===== src/rtl/seg7_pkg.sv =====
// Shared types and constants for the multiplexed 7-segment scan controller.
package seg7_pkg;

    typedef logic [6:0] seg_t;

    localparam seg_t SEG_BLANK = 7'b0000000;

    typedef enum logic [1:0] {
        IDLE,
        SHOW,
        BLANK
    } scan_state_t;

    function automatic int max_int(input int a, input int b);
        return (a > b) ? a : b;
    endfunction

endpackage


===== src/rtl/seg7_scan_controller_decoder.sv =====
// Hex nibble to 7-segment glyph lookup, bit order y[6]=a .. y[0]=g, active-high.
module decoder_7seg_table
    import seg7_pkg::*;
(
    input  logic [3:0] nibble,
    input  logic       blank,
    output seg_t       seg
);

    always_comb begin
        seg = SEG_BLANK;
        if (!blank) begin
            case (nibble)
                4'h0: seg = 7'b1111110;
                4'h1: seg = 7'b0110000;
                4'h2: seg = 7'b1101101;
                4'h3: seg = 7'b1111001;
                4'h4: seg = 7'b0110011;
                4'h5: seg = 7'b1011011;
                4'h6: seg = 7'b1011111;
                4'h7: seg = 7'b1110000;
                4'h8: seg = 7'b1111111;
                4'h9: seg = 7'b1111011;
                4'hA: seg = 7'b1110111;
                4'hB: seg = 7'b0011111;
                4'hC: seg = 7'b1001110;
                4'hD: seg = 7'b0111101;
                4'hE: seg = 7'b1001111;
                default: seg = 7'b1000111;
            endcase
        end
    end

endmodule


===== src/rtl/seg7_scan_controller.sv =====
// Time-multiplexed scan controller for a multi-digit 7-segment display with tear-free updates.
// Optional leading-zero blanking is enabled by defining SEG7_LZB_EN.
module seg7_scan_controller
    import seg7_pkg::*;
#(
    parameter int NUM_DIGITS   = 4,
    parameter int SCAN_DIV     = 50000,
    parameter int BLANK_CYCLES = 500
) (
    input  logic                    clk,
    input  logic                    reset_n,
    input  logic                    enable,
    input  logic [4*NUM_DIGITS-1:0] value,
    input  logic                    update_req,
    output logic                    update_ack,
    output seg_t                    seg_y,
    output logic [NUM_DIGITS-1:0]   digit_en,
    output logic                    frame_done
);

    localparam int CNT_W = $clog2(max_int(SCAN_DIV, BLANK_CYCLES) + 1);
    localparam int IDX_W = (NUM_DIGITS > 2) ? $clog2(NUM_DIGITS) : 1;
    localparam logic [CNT_W-1:0] SHOW_LAST  = CNT_W'(SCAN_DIV - 1);
    localparam logic [CNT_W-1:0] BLANK_LAST = CNT_W'((BLANK_CYCLES > 0) ? BLANK_CYCLES - 1 : 0);
    localparam logic [IDX_W-1:0] IDX_LAST   = IDX_W'(NUM_DIGITS - 1);

    scan_state_t             state, state_nx;
    logic [IDX_W-1:0]        idx, idx_nx;
    logic [CNT_W-1:0]        cnt, cnt_nx;
    logic [4*NUM_DIGITS-1:0] active, pend_buf;
    logic                    pend_flag;
    logic                    applied_r, wrap_r;
    logic                    step, wrap, frame_entry;
    logic [3:0]              nibble;
    logic                    lead_blank;
    seg_t                    dec_seg;

    always_comb begin
        nibble = 4'h0;
        for (int i = 0; i < NUM_DIGITS; i++) begin
            if (idx == IDX_W'(i)) nibble = active[4*i +: 4];
        end
    end

`ifdef SEG7_LZB_EN
    logic [IDX_W-1:0] msd;

    // Digit 0 is never blanked, so msd starts at 0 even when active is all zero.
    always_comb begin
        msd = '0;
        for (int i = 1; i < NUM_DIGITS; i++) begin
            if (active[4*i +: 4] != 4'h0) msd = IDX_W'(i);
        end
    end

    assign lead_blank = (idx > msd);
`else
    assign lead_blank = 1'b0;
`endif

    decoder_7seg_table u_decoder (
        .nibble (nibble),
        .blank  (lead_blank),
        .seg    (dec_seg)
    );

    always_comb begin
        state_nx    = state;
        idx_nx      = idx;
        cnt_nx      = cnt;
        step        = 1'b0;
        wrap        = 1'b0;
        frame_entry = 1'b0;
        if (!enable) begin
            state_nx = IDLE;
            idx_nx   = '0;
            cnt_nx   = '0;
        end else begin
            unique case (state)
                IDLE: begin
                    state_nx    = SHOW;
                    idx_nx      = '0;
                    cnt_nx      = '0;
                    frame_entry = 1'b1;
                end
                SHOW: begin
                    if (cnt == SHOW_LAST) begin
                        cnt_nx = '0;
                        if (BLANK_CYCLES == 0) step = 1'b1;
                        else state_nx = BLANK;
                    end else begin
                        cnt_nx = cnt + 1'b1;
                    end
                end
                BLANK: begin
                    if (cnt == BLANK_LAST) begin
                        cnt_nx = '0;
                        step   = 1'b1;
                    end else begin
                        cnt_nx = cnt + 1'b1;
                    end
                end
                default: begin
                    state_nx = IDLE;
                    idx_nx   = '0;
                    cnt_nx   = '0;
                end
            endcase
            if (step) begin
                state_nx = SHOW;
                if (idx == IDX_LAST) begin
                    idx_nx      = '0;
                    wrap        = 1'b1;
                    frame_entry = 1'b1;
                end else begin
                    idx_nx = idx + 1'b1;
                end
            end
        end
    end

    // Pulses are delayed one stage so they line up with the registered display outputs.
    always_ff @(posedge clk or negedge reset_n) begin
        if (!reset_n) begin
            state      <= IDLE;
            idx        <= '0;
            cnt        <= '0;
            active     <= '0;
            pend_buf   <= '0;
            pend_flag  <= 1'b0;
            applied_r  <= 1'b0;
            wrap_r     <= 1'b0;
            update_ack <= 1'b0;
            frame_done <= 1'b0;
            seg_y      <= SEG_BLANK;
            digit_en   <= '0;
        end else begin
            state <= state_nx;
            idx   <= idx_nx;
            cnt   <= cnt_nx;
            if (frame_entry && pend_flag) begin
                active    <= pend_buf;
                pend_flag <= update_req;
            end else if (update_req) begin
                pend_flag <= 1'b1;
            end
            if (update_req) pend_buf <= value;
            applied_r  <= frame_entry && pend_flag;
            wrap_r     <= wrap;
            update_ack <= applied_r;
            frame_done <= wrap_r;
            if (state == SHOW && enable) begin
                seg_y    <= dec_seg;
                digit_en <= NUM_DIGITS'(1) << idx;
            end else begin
                seg_y    <= SEG_BLANK;
                digit_en <= '0;
            end
        end
    end

endmodule


===== config.mk =====
export PLATFORM = sky130hd
export DESIGN_NAME = seg7_scan_controller
export DESIGN_NICKNAME = d
export VERILOG_FILES = /design/src/rtl/seg7_pkg.sv /design/src/rtl/seg7_scan_controller_decoder.sv /design/src/rtl/seg7_scan_controller.sv
export SDC_FILE = /design/constraint.sdc
export NUM_CORES = 1
export LEC_CHECK = 0
export ABC_AREA = 0
export CAP_MARGIN = 20
export CORE_MARGIN = 4
export CORE_UTILIZATION = 35
export CTS_CLUSTER_DIAMETER = 150
export DETAILED_ROUTE_END_ITERATION = 16
export PLACE_DENSITY = 0.56
export RECOVER_POWER = 100
export SLEW_MARGIN = 20
export SYNTH_ARGS = -nofsm -noshare
export SYNTH_HDL_FRONTEND = slang
export SYNTH_SLANG_ARGS = --single-unit

===== constraint.sdc =====
create_clock -name clk -period 5.59 [get_ports clk]
set_input_delay 1.118 -clock clk [delete_from_list [all_inputs] [get_ports clk]]
set_output_delay 1.118 -clock clk [all_outputs]
set_load 0.02 [all_outputs]

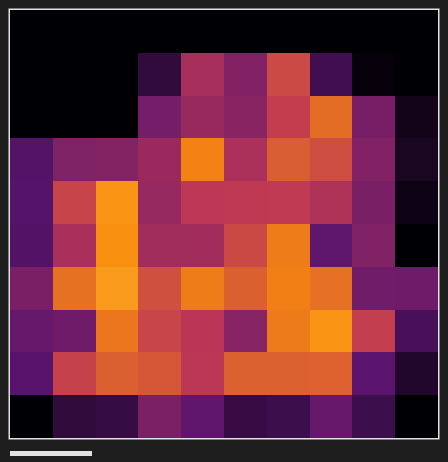
**Above:** run 1 (placement density heat map).
The bar under the picture is 20 µm long. The die is cut into 10 by 10 equal tiles; black is low, pale yellow is high, 0 to 100% covered.
The fullest tile reaches 78%. The densest ninth of the die: centre. The emptiest ninth of the die: north-west. 21% of the tiles are nearly empty. 4.0% of the tiles are over 75% full. The mean over all tiles is 34%.
FP Util: 36.4%
final design utilization: 42.7%
core box area: 8850 µm²

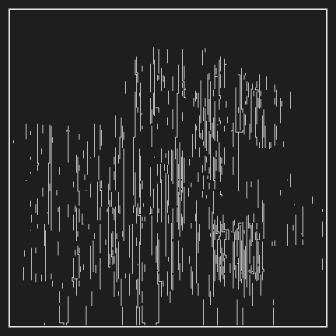
**Above:** run 1 (the metal 2 layer).
The layer holds 45% of the routed length. The layer carries 2,770 µm of wire.

==> impl_metrics.yaml, run 1 <==
# synthesis and place-and-route metrics
status:
  status: "finished, final reports clean"
setup_path:
  ff2ff_path_depth: 7
  path_cells: "inv_1 -> ha_1 -> or4b_1 -> nor4_1 -> a21oi_2 -> nor2_1 -> mux2_2"
  endpoint_kind: "register"
  crit_family: "simple AND/OR/NAND/NOR gates"
  reg2reg_from: "state[0]"
  reg2reg_setup_slack_ps: 2130
  worst-path-buf-inv: 1
  cp.arrival_ps: 3680
  crit_path_start_kind: "register"
  critPathMaxFanout: 17
yosys:
  netlist_area_um2: 3220
  top_area_cell: "dfrtp_1"
  synthArstFlopShare_pct: 100
  synthAdderAreaFrac_pct: 5.82
  yosys_cells: 270
  top_cells_by_area: "dfrtp_1 53%, mux2_2 8.0%, ha_1 5.8%"
  simple_gate_share_pct: 14.8
  ys_warn_count: 0
  yosysTopAreaCellShare_pct: 52.8
  synth_seq_share_pct: 52.8
  syn-num-nets: 305
  ys_chip_area_um2: 3220
  synth.area.mux_share_pct: 12.5
  top_cells_by_count: "68 x dfrtp_1, 25 x nor2_1, 23 x mux2_2"
  edf_count: 0
  synthXorXnorAreaFrac_pct: 3.53
final_timing:
  worst_pin_slew_ps: 1330
  holdWs_ps: 361
  setup_slack_ps: 2130
  period_minus_slack_ps: 3460
  hold_violations: 0
  finalSetupViolations: 0
  fmax_mhz: 289
  drv_slew: 0
  skew_ps: 12.2
detailed_routing:
  drt-initial-drc-count: 60
  dr.pass1.iters: 4
  drc: 0
  routed_wirelength_um: 6140
  wl_per_cell_um: 14.6
  antenna_left: 0
  routed_via_density: 5.09
  via_count: 2138
global_route:
  antenna_found_initial: 0
  overflow: 0
  grt_pass1_wl_um: 10600
  grt_max_degree: 69
floorplan:
  die_w_um: 104
  dieArea_um2: 10800
  die_h_um: 104
  io_pins: 33
placement:
  dp_hpwl_um: 4280
  port-buffer-count: 32
  dpl_cell_area_um2: 3640
  dp_slack_ps: 2640
  placedCellCount: 404
  place.gp.congestion: 0.805
pwr:
  power_mw: 1.21
  p_leak_nw: 1.63
  vdd_drop_max_uv: 137
clock_network:
  cts_hold_buf: 0
  clockBufferDepth: 2
  cts_setup_buffers: 0
  cts-resized-gates: 0
  cts_num_sinks: 68
  clock-root-buffer: "clkbuf_8"
  cts_buffers: 9
  clk_pin_slew_worst_paths_ps: 70
finish:
  syn2layout_area_growth_pct: 17.3
  stdcell_area_um2: 3780
  layout.nets: 342
  lay_top_cells: "68 x dfrtp_1, 30 x mux2_2, 26 x nor2_1"
  drive_above_1_share_pct: 17.6
  fin_cells: 420
job:
  drv_cap: 0
min_path:
  hold-path-cell-count: 0
  worstHoldPathType: "register to register"
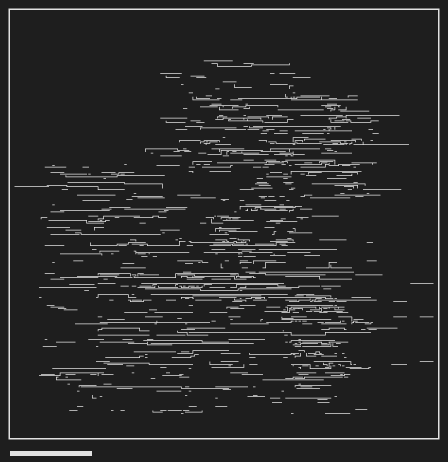
**Above:** run 1 (M1 wires).
The bar under the picture is 20 µm long.
The longest straight run is 34.5 µm. The wires run mostly horizontal. 296 nets have wire on it.

[run 1: final cells by class]
type,instances,area (µm²)
well taps,108,135
repair buffers,34,330
clock inverters,5,60.1
multi-input cells,181,1360
flip-flops and latches,68,1700
inverters,13,48.8
clock buffers,11,141
fillers,856,5070
[run 1: layer usage]
metal	GRT usage, %	vias up	share of wire (%)
li1	-	1031	-
met1	16.3	1057	49
met2	18.1	39	45
met3	2.79	11	3.7
met4	7.41	0	2.6
met5	0	-	0
[run 1: sequential cells by signal, indices dropped and copies added (netlist names)]
name and cells:
applied_r 1, digit_en 4, active 16, seg_y 7
cnt 16, update_ack 1, idx 2, pend_flag 1
wrap_r 1, frame_done 1, pend_buf 16, state 2
[run 1: cells by family (layout without fill, tap and decap cells)]
family                   after synthesis  after routing
AND-OR/OR-AND                         33             33
XOR/XNOR                              13             13
adder cells (fa/ha/maj)               15             15
buffers and inverters                 21             63
flip-flops                            68             68
multiplexers                          33             33
AND/OR/NAND/NOR                       87             87
[run 1: worst max path at each step]
stage | startpoint | slack (ps) | depth (start not counted) | end
floorplan | state[0] | 3340 | 8 | active[10]
global placement | enable | 2680 | 4 | active[4]
detailed placement | enable | 2640 | 4 | active[3]
CTS | idx[0] | 2950 | 10 | seg_y[2]
global route | state[0] | 1980 | 7 | active[8]
finish | state[0] | 2130 | 7 | active[8]
[run 1: power breakdown]
| group | leakage [nW] | internal (mW) | total, mW | switching, mW |
|---|---|---|---|---|
| Clock | 0.0999 | 0.220 | 0.414 | 0.195 |
| Sequential | 0.867 | 0.550 | 0.579 | 0.0291 |
| Combinational | 0.667 | 0.103 | 0.220 | 0.117 |
| Total | 1.63 | 0.872 | 1.21 | 0.341 |
**Run 1: wiring heat map**

The bar under the picture is 20 µm long. The die is cut into 21 by 21 equal tiles; black is low, pale yellow is high, scaled to the fullest tile. Values are wire area over tile area, all layers added.
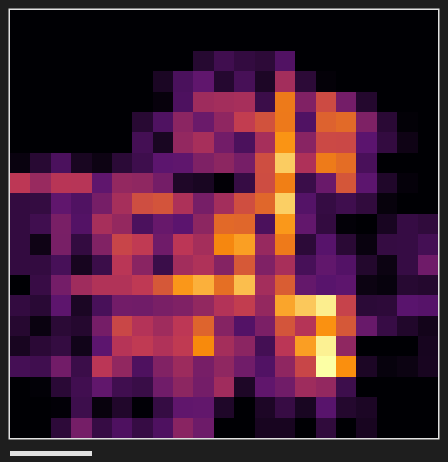

==> run 2, diff against run 1 <==
PLACE_DENSITY = 0.58   (was 0.56)
clock period = 3.1 ns   (was 5.59 ns; I/O delays follow)
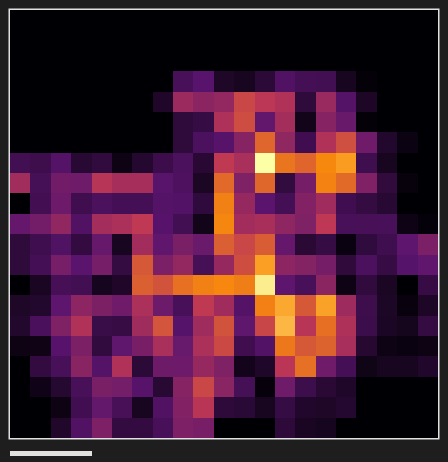
**Above:** run 2 (wiring heat map).
The bar under the picture is 20 µm long. The die is cut into 21 by 21 equal tiles; black is low, pale yellow is high, scaled to the fullest tile. Values are wire area over tile area, all layers added.
The emptiest ninth of the die: north-west. The mean over all tiles is 0.087. 10% of the tiles are over half the peak. The fullest tile reaches 0.43.

==> impl_metrics.yaml, run 2 <==
# synthesis and place-and-route metrics
finish:
  syn2layout_area_growth_pct: 17.3
  reg_top3: "active: 16 flops, cnt: 16 flops, pend_buf: 16 flops"
  stdcell_area_um2: 3780
  drive_above_1_share_pct: 14.4
  fin_cells: 421
pwr:
  pwr-share-clk_pct: 31.9
  p_sw_share_pct: 27.2
  vdd_drop_max_uv: 250
  seqPwrFrac_pct: 49.5
  power_mw: 2.11
yosys:
  synth.area.mux_share_pct: 12.5
  top_area_cell: "dfrtp_1"
  yosys_cells: 270
  simple_gate_share_pct: 14.8
  ys_chip_area_um2: 3220
  top_cells_by_area: "dfrtp_1 53%, mux2_2 8.0%, ha_1 5.8%"
  yosysTopAreaCellShare_pct: 52.8
  synthXorXnorAreaFrac_pct: 3.53
  ys_warn_count: 0
  synth_seq_share_pct: 52.8
setup_path:
  critPathMaxFanout: 17
  endpoint_kind: "register"
  critPathCapture: "active[0]"
  reg2reg_from: "state[0]"
  ff2ff_path_depth: 7
floorplan:
  initCoreUtil_pct: 36.4
  dieArea_um2: 10800
  die_w_um: 104
  coreArea_um2: 8850
placement:
  dpl_cell_area_um2: 3660
  placedCellCount: 407
  dp_slack_ps: 502
detailed_routing:
  routed_via_density: 4.98
  dr.pass1.iters: 4
  antenna_left: 0
  drc: 0
  wl_per_cell_um: 14.3
clock_network:
  cts_buffers: 9
  cts_num_sinks: 68
  clock-root-buffer: "clkbuf_8"
  clk_pin_slew_worst_paths_ps: 70
  clockBufferDepth: 2
final_timing:
  drv_slew: 0
  worst_pin_slew_ps: 1410
  holdWs_ps: 353
  fmax_mhz: 397
  setup_slack_ps: 582
  period_minus_slack_ps: 2520
  hold_violations: 0
  skew_ps: 9.86
status:
  status: "finished, final reports clean"
global_route:
  overflow: 0
  grt_pass1_wl_um: 10400
min_path:
  worstHoldPathType: "register to register"
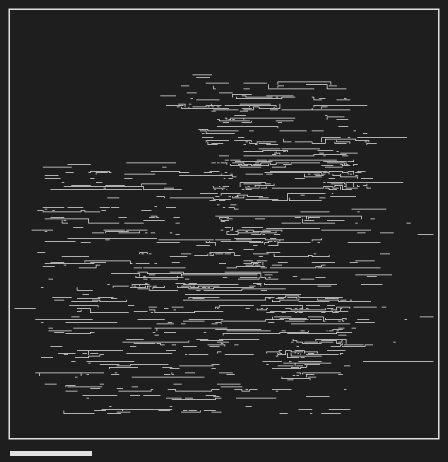
**Above:** run 2 (M1 wires).
The bar under the picture is 20 µm long.
The longest straight run is 35.4 µm. The layer holds 49% of the routed length. The wires run mostly horizontal.

==> run 2: routing by layer <==
metal / wire length [µm] / global-route usage (%) / part of all wire, % / vias to the layer above
li1: - / - / - / 1040
met1: 2980 / 15.2 / 49 / 1014
met2: 2740 / 18.6 / 45 / 34
met3: 237 / 3.79 / 3.9 / 9
met4: 85 / 4.65 / 1.4 / 0
met5: 0 / 0 / 0 / -
==> run 2: worst max-delay path: stages, from the launching register on <==
cell and delay, ps:
dfrtp_1 410, inv_1 90, ha_1 200, or4b_1 490, nor4_4 230, a21oi_1 170
nor2_4 410, mux2_2 390
==> run 2: area by class of cell <==
type	instances	area [µm²]	area share [%]
inverter	13	48.8	1.29
tap	108	135	3.57
clock inverter	3	40.0	1.06
clock buffer	11	131	3.48
multi-input combinational	181	1380	36.6
timing repair buffer	37	340	9.00
sequential	68	1700	45.0
==> run 2: worst min path at each step <==
stage               slack, ps          end  cells after the start       from
floorplan                 320    active[0]                      0    reset_n
global placement          340   frame_done                      0     wrap_r
detailed placement        340   update_ack                      0  applied_r
CTS                       210  pend_buf[9]                      1    reset_n
global route              360   update_ack                      0  applied_r
finish                    350   update_ack                      0  applied_r
==> run 2: kinds of logic after synthesis <==
| kind of cell | Yosys count |
|---|---|
| simple gates | 87 |
| mux | 33 |
| buf+inv | 21 |
| xor+xnor | 13 |
| fa+ha+maj | 15 |
| flops | 68 |
| compound gates | 33 |
==> run 2: power groups by stage <==
stage	Combinational, mW	Clock (mW)	Sequential [mW]
after floorplan	0.280	0	1.07
after global routing	0.437	0.731	1.06
after CTS	0.439	0.695	1.05
after global placement	0.429	0	1.06
final	0.393	0.673	1.04
after detailed placement	0.438	0	1.07
**Run 2: the metal 2 layer**

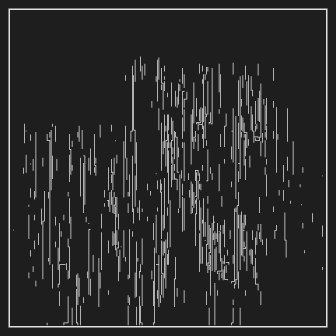

==> run 3, diff against run 2 <==
clock period = 2.3 ns   (was 3.1 ns; I/O delays follow)
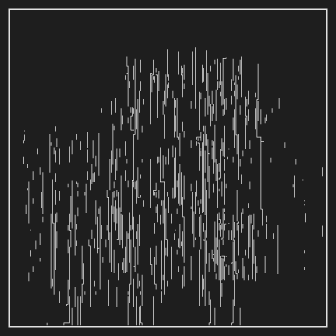
**Above:** run 3 (the metal 2 layer).
The layer holds 45% of the routed length. The longest straight run is 37.1 µm. 295 nets have wire on it. The wires run mostly vertical. The layer carries 2,840 µm of wire.

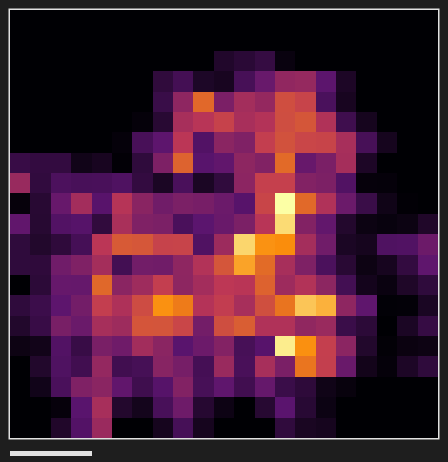
**Above:** run 3 (wiring heat map).
The bar under the picture is 20 µm long. The die is cut into 21 by 21 equal tiles; black is low, pale yellow is high, scaled to the fullest tile. Values are wire area over tile area, all layers added.
The fullest tile reaches 0.43. 11% of the tiles are over half the peak. The mean over all tiles is 0.090. The emptiest ninth of the die: north-west. 32% of the tiles are nearly empty.
drt wl/cell: 14.5 µm
Vias: 2,176
Total GRT Usage: 12.1%
final WL: 6270 µm

==> impl_metrics.yaml, run 3 <==
# synthesis and place-and-route metrics
min_path:
  worstHoldPathType: "register to register"
final_timing:
  skew_ps: 11.4
  period_minus_slack_ps: 2240
  fmax_mhz: 447
  drv_slew: 0
  worst_pin_slew_ps: 1490
  finalSetupViolations: 0
  relSlewSlack_pct: 0.671
  hold_violations: 0
  setup_slack_ps: 63.1
  finalCritPeriodShare_pct: 97.3
clock_network:
  cts_buffers: 9
  cts_num_sinks: 68
  clock-root-buffer: "clkbuf_8"
  clk_pin_slew_worst_paths_ps: 80
  clockBufferDepth: 2
  htreeDepth: 3
pwr:
  combPwrFrac_pct: 20.7
  p_leak_nw: 1.75
  seq_cell_power_mw: 1.42
  power_mw: 3.07
  p_sw_share_pct: 28.0
  p_int_mw: 2.21
  seqPwrFrac_pct: 46.1
  maxPowerGroup: "registers"
  p_comb_mw: 0.635
  pwr-share-clk_pct: 33.2
  netSwitchingPower_mw: 0.859
  vdd_drop_max_uv: 418
  clock_power_mw: 1.02
floorplan:
  die_h_um: 104
  io_pins: 33
  die_w_um: 104
  initCoreUtil_pct: 36.4
  dieArea_um2: 10800
  coreArea_um2: 8850
setup_path:
  crit_type: "register to register"
  critical_path.max_stage_delay_ps: 460
  cp_slowest_cell: "or4b_4"
  worst-path-buf-inv: 2
  endpoint_kind: "register"
  crit_family: "simple AND/OR/NAND/NOR gates"
  cp.arrival_ps: 2470
  path_cells: "inv_2 -> ha_4 -> or4b_4 -> nor4_4 -> a21oi_2 -> nor2_4 -> clkbuf_16 -> mux2_4"
  crit_path_start_kind: "register"
  critPathMaxFanout: 8
global_route:
  antenna_found_initial: 0
  grt_pass1_wl_um: 10700
  grt_max_degree: 42
  overflow: 0
yosys:
  netlist_area_um2: 3220
  synth_seq_share_pct: 52.8
  synthXorXnorAreaFrac_pct: 3.53
  yosysTopAreaCellShare_pct: 52.8
  synth.area.mux_share_pct: 12.5
  synthTopLogicFamily: "simple AND/OR/NAND/NOR gates"
  ys_warn_count: 0
  edf_count: 0
  top_cells_by_area: "dfrtp_1 53%, mux2_2 8.0%, ha_1 5.8%"
  synthAdderAreaFrac_pct: 5.82
  synthArstFlopShare_pct: 100
  top_area_cell: "dfrtp_1"
  top_cells_by_count: "68 x dfrtp_1, 25 x nor2_1, 23 x mux2_2"
  ys_types: 50
  ys_chip_area_um2: 3220
  simple_gate_share_pct: 14.8
  syn-num-nets: 305
  yosys_cells: 270
finish:
  num_antenna_cells: 0
  lay_top_cells: "68 x dfrtp_1, 24 x nor2_1, 21 x mux2_2"
  reg_top3: "active: 16 flops, cnt: 16 flops, pend_buf: 16 flops"
  syn2layout_area_growth_pct: 25.9
  drive_above_1_share_pct: 25.5
  layout.nets: 355
detailed_routing:
  routed_via_density: 5.03
  antenna_left: 0
  drt-initial-drc-count: 50
  drc: 0
  dr.pass1.iters: 4
job:
  drv_cap: 1
placement:
  dp_hpwl_um: 4350
  dp_slack_ps: 60.3
  place.gp.congestion: 0.803
  port-buffer-count: 32
status:
  status: "finished, violations left"
  violations: "max-capacitance violations"
[run 3: cell types whose count changed in the layout (fill, tap and decap cells not counted), moves of 3 or more]
cell and delta:
mux2_1 -9, mux2_4 +11, buf_4 +6, clkinv_4 +3
ha_1 -3
[run 3: repair_timing]
item	in CTS	in global routing
endpoints found under the setup margin	1	13
gates cloned	0	2
hold buffers	0	0
endpoints found under the hold margin	0	0
resized	1	15
setup buffers	0	1
[run 3: per-stage QoR]
stage | instance area (µm²) | utilization (%) | hold WS, ps | cells
after floorplan | 3220 | - | 164 | 270
after global placement | 3740 | 42.3 | 334 | 414
after detailed placement | 3740 | 42.3 | 338 | 414
after CTS | 3960 | 44.7 | 147 | 430
after global routing | 4060 | 45.8 | 371 | 433
final | 4060 | 45.8 | 352 | 433
[run 3: worst paths after layout]
| kind | start | to | slack [ps] | cells after the start |
|---|---|---|---|---|
| min in group asynchronous | reset_n | pend_buf[9] | 460 | 1 |
| min reg2reg | wrap_r | frame_done | 350 | 0 |
| max in group asynchronous | reset_n | cnt[10] | 450 | 2 |
| max reg2reg | state[0] | active[8] | 60 | 8 |
| max | state[0] | active[8] | 60 | 8 |
| min | wrap_r | frame_done | 350 | 0 |
[run 3: area by class of cell]
cell class	count	area (µm²)
Clock inverter	6	72.6
Tap cell	108	135
Multi-Input combinational cell	181	1500
Timing Repair Buffer	47	463
Clock buffer	10	138
Inverter	13	48.8
Sequential cell	68	1700
Fill cell	845	4790
[run 3: per-layer routing]
layer / global-route usage (%) / vias up / part of all wire (%)
met5: 0 / - / 0
met4: 4.27 / 0 / 1.4
met3: 3.04 / 6 / 3.8
met2: 17.8 / 44 / 45
met1: 17.4 / 1066 / 49
li1: - / 1060 / -
Power and IR drop assume default switching activity.
